**src/rtl/ttt_pkg.sv**
```systemverilog
// Shared tic-tac-toe definitions: cell/result/error encodings and FSM states.
package ttt_pkg;

   localparam int unsigned NUM_CELLS  = 9;
   localparam int unsigned CELL_W     = 2;
   localparam int unsigned BOARD_W    = NUM_CELLS * CELL_W;
   localparam int unsigned CELL_IDX_W = 4;
   localparam int unsigned COUNT_W    = 4;

   localparam logic [CELL_W-1:0] CELL_EMPTY  = 2'b00;
   localparam logic [CELL_W-1:0] CELL_X      = 2'b01;
   localparam logic [CELL_W-1:0] CELL_O      = 2'b10;
   localparam logic [CELL_W-1:0] RESULT_DRAW = 2'b11;

   localparam logic [1:0] ERR_NONE     = 2'b00;
   localparam logic [1:0] ERR_RANGE    = 2'b01;
   localparam logic [1:0] ERR_OCCUPIED = 2'b10;
   localparam logic [1:0] ERR_TURN     = 2'b11;

   typedef enum logic [1:0] {
      ST_PLAY  = 2'b00,
      ST_CHECK = 2'b01,
      ST_DONE  = 2'b10
   } state_e;

   // Opponent of the given player.
   function automatic logic [CELL_W-1:0] other_player(input logic [CELL_W-1:0] p);
      return (p == CELL_X) ? CELL_O : CELL_X;
   endfunction

endpackage

```
**src/rtl/cell_mux.sv**
```systemverilog
// 9:1 read of one 2-bit board cell; out-of-range indices read as empty.
module cell_mux
   import ttt_pkg::*;
(
   input  logic [BOARD_W-1:0]    board_i,
   input  logic [CELL_IDX_W-1:0] idx_i,
   output logic [CELL_W-1:0]     cell_c
);

   // Select the addressed cell, defaulting to empty.
   always_comb begin
      cell_c = CELL_EMPTY;
      for (int i = 0; i < NUM_CELLS; i++) begin
         if (idx_i == CELL_IDX_W'(i)) begin
            cell_c = board_i[CELL_W*i +: CELL_W];
         end
      end
   end

endmodule

```
**src/rtl/board_writer.sv**
```systemverilog
// Board-state owner and move sequencer: validates moves, writes the board,
// alternates turns and resolves win/draw from the external win result.
module board_writer
   import ttt_pkg::*;
(
   input  logic                   clk,
   input  logic                   rst_n,
   input  logic                   new_game,
   input  logic                   move_valid,
   output logic                   move_ready,
   input  logic [CELL_W-1:0]      move_player,
   input  logic [CELL_IDX_W-1:0]  move_cell,
   input  logic [CELL_W-1:0]      winner_in,
   output logic [BOARD_W-1:0]     board,
   output logic [CELL_W-1:0]      turn,
   output logic [COUNT_W-1:0]     move_count,
   output logic                   move_ok,
   output logic                   move_err,
   output logic [1:0]             err_code,
   output logic                   game_over,
   output logic [CELL_W-1:0]      result
);

   state_e               state_q, state_d;
   logic [BOARD_W-1:0]   board_q, board_d;
   logic [CELL_W-1:0]    turn_q, turn_d;
   logic [COUNT_W-1:0]   count_q, count_d;
   logic                 ok_q, ok_d;
   logic                 err_q, err_d;
   logic [1:0]           err_code_q, err_code_d;
   logic                 ready_q, ready_d;
   logic                 game_over_q, game_over_d;
   logic [CELL_W-1:0]    result_q, result_d;

   logic [CELL_W-1:0]    target_c;
   logic [CELL_W-1:0]    winner_c;
   logic                 accept_c;

   cell_mux u_cell_mux (
      .board_i (board_q),
      .idx_i   (move_cell),
      .cell_c  (target_c)
   );

   // Invalid win codes (11) count as no winner.
   assign winner_c = (winner_in == CELL_X || winner_in == CELL_O) ? winner_in : CELL_EMPTY;
   assign accept_c = move_valid && ready_q;

   // Next-state and registered-output logic.
   always_comb begin
      state_d     = state_q;
      board_d     = board_q;
      turn_d      = turn_q;
      count_d     = count_q;
      ok_d        = 1'b0;
      err_d       = 1'b0;
      err_code_d  = ERR_NONE;
      result_d    = result_q;

      if (new_game) begin
         state_d  = ST_PLAY;
         board_d  = '0;
         turn_d   = CELL_X;
         count_d  = '0;
         result_d = CELL_EMPTY;
      end else begin
         case (state_q)
            ST_PLAY: begin
               if (accept_c) begin
                  if (move_cell > CELL_IDX_W'(NUM_CELLS - 1)) begin
                     err_d      = 1'b1;
                     err_code_d = ERR_RANGE;
                  end else if (target_c != CELL_EMPTY) begin
                     err_d      = 1'b1;
                     err_code_d = ERR_OCCUPIED;
                  end else if (move_player != turn_q) begin
                     err_d      = 1'b1;
                     err_code_d = ERR_TURN;
                  end else begin
                     for (int i = 0; i < NUM_CELLS; i++) begin
                        if (move_cell == CELL_IDX_W'(i)) begin
                           board_d[CELL_W*i +: CELL_W] = move_player;
                        end
                     end
                     count_d = count_q + COUNT_W'(1);
                     ok_d    = 1'b1;
                     state_d = ST_CHECK;
                  end
               end
            end
            ST_CHECK: begin
               if (winner_c != CELL_EMPTY) begin
                  result_d = winner_c;
                  state_d  = ST_DONE;
               end else if (count_q == COUNT_W'(NUM_CELLS)) begin
                  result_d = RESULT_DRAW;
                  state_d  = ST_DONE;
               end else begin
                  turn_d  = other_player(turn_q);
                  state_d = ST_PLAY;
               end
            end
            ST_DONE: begin
               state_d = ST_DONE;
            end
            default: begin
               state_d = ST_PLAY;
            end
         endcase
      end

      ready_d     = (state_d == ST_PLAY);
      game_over_d = (state_d == ST_DONE);
   end

   // State and output registers.
   always_ff @(posedge clk or negedge rst_n) begin
      if (!rst_n) begin
         state_q     <= ST_PLAY;
         board_q     <= '0;
         turn_q      <= CELL_X;
         count_q     <= '0;
         ok_q        <= 1'b0;
         err_q       <= 1'b0;
         err_code_q  <= ERR_NONE;
         ready_q     <= 1'b1;
         game_over_q <= 1'b0;
         result_q    <= CELL_EMPTY;
      end else begin
         state_q     <= state_d;
         board_q     <= board_d;
         turn_q      <= turn_d;
         count_q     <= count_d;
         ok_q        <= ok_d;
         err_q       <= err_d;
         err_code_q  <= err_code_d;
         ready_q     <= ready_d;
         game_over_q <= game_over_d;
         result_q    <= result_d;
      end
   end

   assign move_ready = ready_q;
   assign board      = board_q;
   assign turn       = turn_q;
   assign move_count = count_q;
   assign move_ok    = ok_q;
   assign move_err   = err_q;
   assign err_code   = err_code_q;
   assign game_over  = game_over_q;
   assign result     = result_q;

endmodule

```
**config.mk**
```make
export PLATFORM = sky130hd
export DESIGN_NAME = board_writer
export DESIGN_NICKNAME = d
export VERILOG_FILES = /design/src/rtl/ttt_pkg.sv /design/src/rtl/cell_mux.sv /design/src/rtl/board_writer.sv
export SDC_FILE = /design/constraint.sdc
export NUM_CORES = 1
export LEC_CHECK = 0
export ABC_AREA = 1
export CAP_MARGIN = 15
export CORE_ASPECT_RATIO = 0.75
export CORE_MARGIN = 3
export CORE_UTILIZATION = 33
export CTS_BUF_LIST = sky130_fd_sc_hd__clkbuf_4
export CTS_CLUSTER_SIZE = 8
export DETAILED_ROUTE_END_ITERATION = 8
export PLACE_DENSITY = 0.65
export SYNTH_ARGS = -nofsm -noshare
export SYNTH_HDL_FRONTEND = slang
export SYNTH_HIERARCHICAL = 1
export SYNTH_SLANG_ARGS = --single-unit
```
**constraint.sdc**
```tcl
create_clock -name clk -period 3 [get_ports clk]
set_input_delay 0.3 -clock clk [delete_from_list [all_inputs] [get_ports clk]]
set_output_delay 0.3 -clock clk [all_outputs]
set_load 0.005 [all_outputs]
```
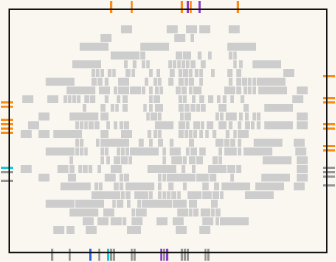
(I/O pins on the die edge)
Pins as bars across the die edge, other pins in grey.
- cyan: `move_player` (pins 2; direction input; edge 1 south, 1 west)
- blue: `new_game` (pins 1; direction input; edge south)
- orange: `board` (pins 18; direction output; edge 7 east, 6 west, 5 north)
- purple: `move_cell` (pins 4; direction input; edge 2 north, 2 south)
- all pins by edge: 17 south, 11 east, 9 west, 7 north
die x size: 98.5 microns
number of port buffers: 43
die height: 75.4 microns

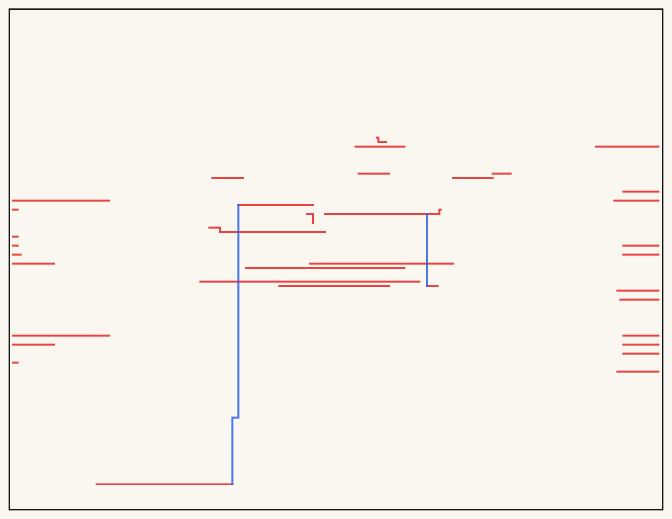
(signal wires by layer)
Only two layers are drawn.
- red: met3 (wire length 306 microns)
- blue: met4 (wire length 54.0 microns)

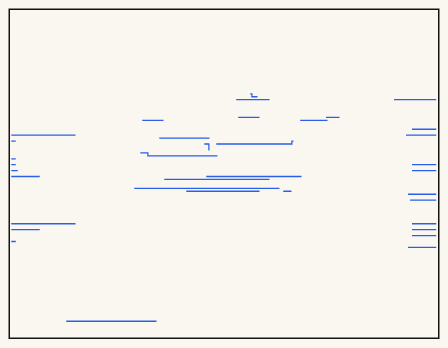
(metal 3)
- main direction: horizontal
- wire length on this layer: 306 microns
- nets with wire on the layer: 31

==> flow_metrics.tcl <==
# implementation run metrics
set metrics [dict create \
    r2r_end "board[1]" \
    final_cell_count_no_fill 410 \
    seqCellArea_sq_um 853 \
    area.combinational_sq_mm 0.00107 \
    power.density_mw_per_mm2 436 \
    clkSinkCount 34 \
    pin_count 44 \
    synthArstFlopShare_pct 100 \
    synth-seq-area-share_pct 40.3 \
    dpl.hpwl_mm 4.08 \
    p_leak_nw 1.35 \
    total_negative_slack_ns 0 \
    crit_start "move_cell[0]" \
    drcViolationCount 0 \
    crit_buf_inv 2 \
    drive_gt1_share_pct 11.1 \
    totalPowerFinal_mw 1.15 \
    vias 1980 \
    final_antenna_diode_count 0 \
    vdd_drop_max_mv 0.168 \
    tritoncts.num_buffers 5 \
    finalWirelength_mm 5.34 \
    core-area_sq_mm 0.00601 \
    numPlacedInstances 402 \
    cts.root.buffer_cell "sky130_fd_sc_hd__clkbuf_4" \
    die_area_sq_mm 0.00743 \
    fmax_mhz 415 \
    drv_slew 0 \
    timing.max_cap.violations 0 \
    worstPathRequired_ns 3.23 \
    grt_first_pass_wirelength_mm 9.16 \
    antenna_found_initial 0 \
    grt_overflow_total 0 \
    antenna_violating_nets_post_route 0 \
    critical-path-top-delay-family "simple AND/OR/NAND/NOR gates" \
    drt-wirelength-per-cell_microns 13.0 \
    drt_first_iter_violations 131 \
    synth-main-ff-cell "sky130_fd_sc_hd__dfrtp_1" \
    synth_cell_type_count 31 \
    critical_path.max_stage_delay_ns 0.77 \
    r2r.worst_path.cells 12 \
    finish.instance_area_sq_mm 0.00264 \
    critPathLaunchType "input pin" \
    endpoint "board[1]" \
    finalCritPeriodShare_pct 80.2 \
    finalSetupViolations 0 \
    crit_arrival_ns 2.63 \
    max-clock-path-buffers 2 \
    worstPathCellList "clkdlybuf4s50_1 -> nor2_1 -> nand2_1 -> nor2_1 -> nor2_1 -> nand3_1 -> nand2_1 -> nand4_1 -> nor2_1 -> inv_1 -> o21ai_4 -> nand3_1 -> nand2_1 -> nand2_1" \
    ys_warns 6 \
    timing_hold_violations_final 0 \
    tritoncts "done" \
    layout_top_cell_excl_fill_tap "sky130_fd_sc_hd__nand2_1" \
    timing.critical_path.depth 14 \
    drt-vias-per-instance 4.83 \
    post_cts.resized_instances 0 \
    tightest_slew_ns 0.702 \
    worst_clock_skew_ns 0.0161 \
    grt_max_degree 35 \
    placement.cell_area_sq_mm 0.00259 \
    yosys_register_bits 34 \
    status "finished clean" \
    warnings 28 \
    yosys-stat-cells 286 \
    placement.setup.worst_slack_ns 0.273 \
    place_congestion 0.977 \
    fillerInstances 628 \
    syn-num-nets 302 \
    grtUsageTotal_pct 15.6 \
    drt-pass1-iter-count 4 \
    post_cts_buffers 0 \
    layout.nets 347 \
    cts-hold-fix-buffers 0 \
    period_needed_ns 2.41 \
    synthesis.area_sq_mm 0.00212 \
    worst_path_max_delay_cell "sky130_fd_sc_hd__clkdlybuf4s50_1" \
    cts-htree-levels 2 \
    cp-end-kind "register" \
    cts.clk_slew.worst_paths_ns 0.12 \
    syn_to_final_growth_pct 24.7 \
    slew_headroom_pct 53.0 \
    grt_pass1_vias 1853 \
    r2r_setup_slack_ns 1.03 \
    critical_path_class "input pin to register" \
    synth.avg_cell_area_sq_um 7.41 \
    initial_core_util_pct 35.3 \
    final.hold.worst_slack_ns 0.345 \
    synth.yosys.chip_area_sq_mm 0.00212 \
    critPathMaxFanout 14 \
    unrepaired_setup_endpoints_after_global_routing "no" \
    synthCells 286 \
    final_util_pct 44.0 \
    r2r_start "board[3]" \
    hp-class "input pin to async pin" \
    clk_latency_ns 0.34 \
    placement_rows 24 \
    fin_ws_ns 0.593 \
    layout.cells.most_common_list "sky130_fd_sc_hd__nand2_1 (94), sky130_fd_sc_hd__clkdlybuf4s50_1 (43), sky130_fd_sc_hd__nand3_1 (36), sky130_fd_sc_hd__dfrtp_1 (32), sky130_fd_sc_hd__inv_1 (28)" \
    enable_flop_cells 0 \
]
==> kinds of logic (layout without fill, tap and decap cells) <==
family	Yosys count	after routing	share of synthesized area [%]
xor+xnor	2	2	0.827
fa+ha+maj	4	4	2.36
compound gates	16	16	5.14
buf+inv	40	86	9.27
flops	34	34	40.3
simple gates	190	190	42.1
==> flip-flops by register name, summed over array words and instances, names as in the netlist <==
name	count
board	18
move_count	4
result	2
turn	2
move_ready	1
err_code	2
move_ok	1
game_over	1
state_q	2
move_err	1
==> power by group <==
group	internal, mW	switching (mW)
clock network	0.0872	0.161
registers	0.513	0.0530
logic	0.158	0.180
total	0.758	0.394
==> final cells by class <==
| class | instances | area share [%] |
|---|---|---|
| inverter | 34 | 4.93 |
| clock buffer | 5 | 1.42 |
| timing repair buffer | 44 | 16.6 |
| sequential | 34 | 32.3 |
| clock inverter | 3 | 0.616 |
| tap | 78 | 3.69 |
| multi-input combinational | 212 | 40.5 |
==> cell usage after synthesis, drive strengths merged, types with 2 or more instances <==
cell type / count / area (sq um)
dfrtp: 32 / 801
nor3: 6 / 41.3
nand4: 6 / 37.5
nand3: 44 / 260
a21oi: 3 / 15.0
xor2: 2 / 17.5
o211a: 2 / 20.0
inv: 34 / 130
nor2: 30 / 135
o21ai: 8 / 51.3
nand2: 100 / 390
dfstp: 2 / 52.6
o211ai: 2 / 15.0
buf: 6 / 66.3
ha: 4 / 50.1
==> per-layer routing <==
metal | track usage, % | part of all wire, % | up-vias
met5 | 0 | 0 | -
met4 | 4.39 | 0.99 | 0
met3 | 3.20 | 5.7 | 4
met2 | 22.6 | 42 | 50
met1 | 23.5 | 52 | 917
li1 | - | - | 1009
Power figures rest on the tool's default switching activity, not on a simulated workload.
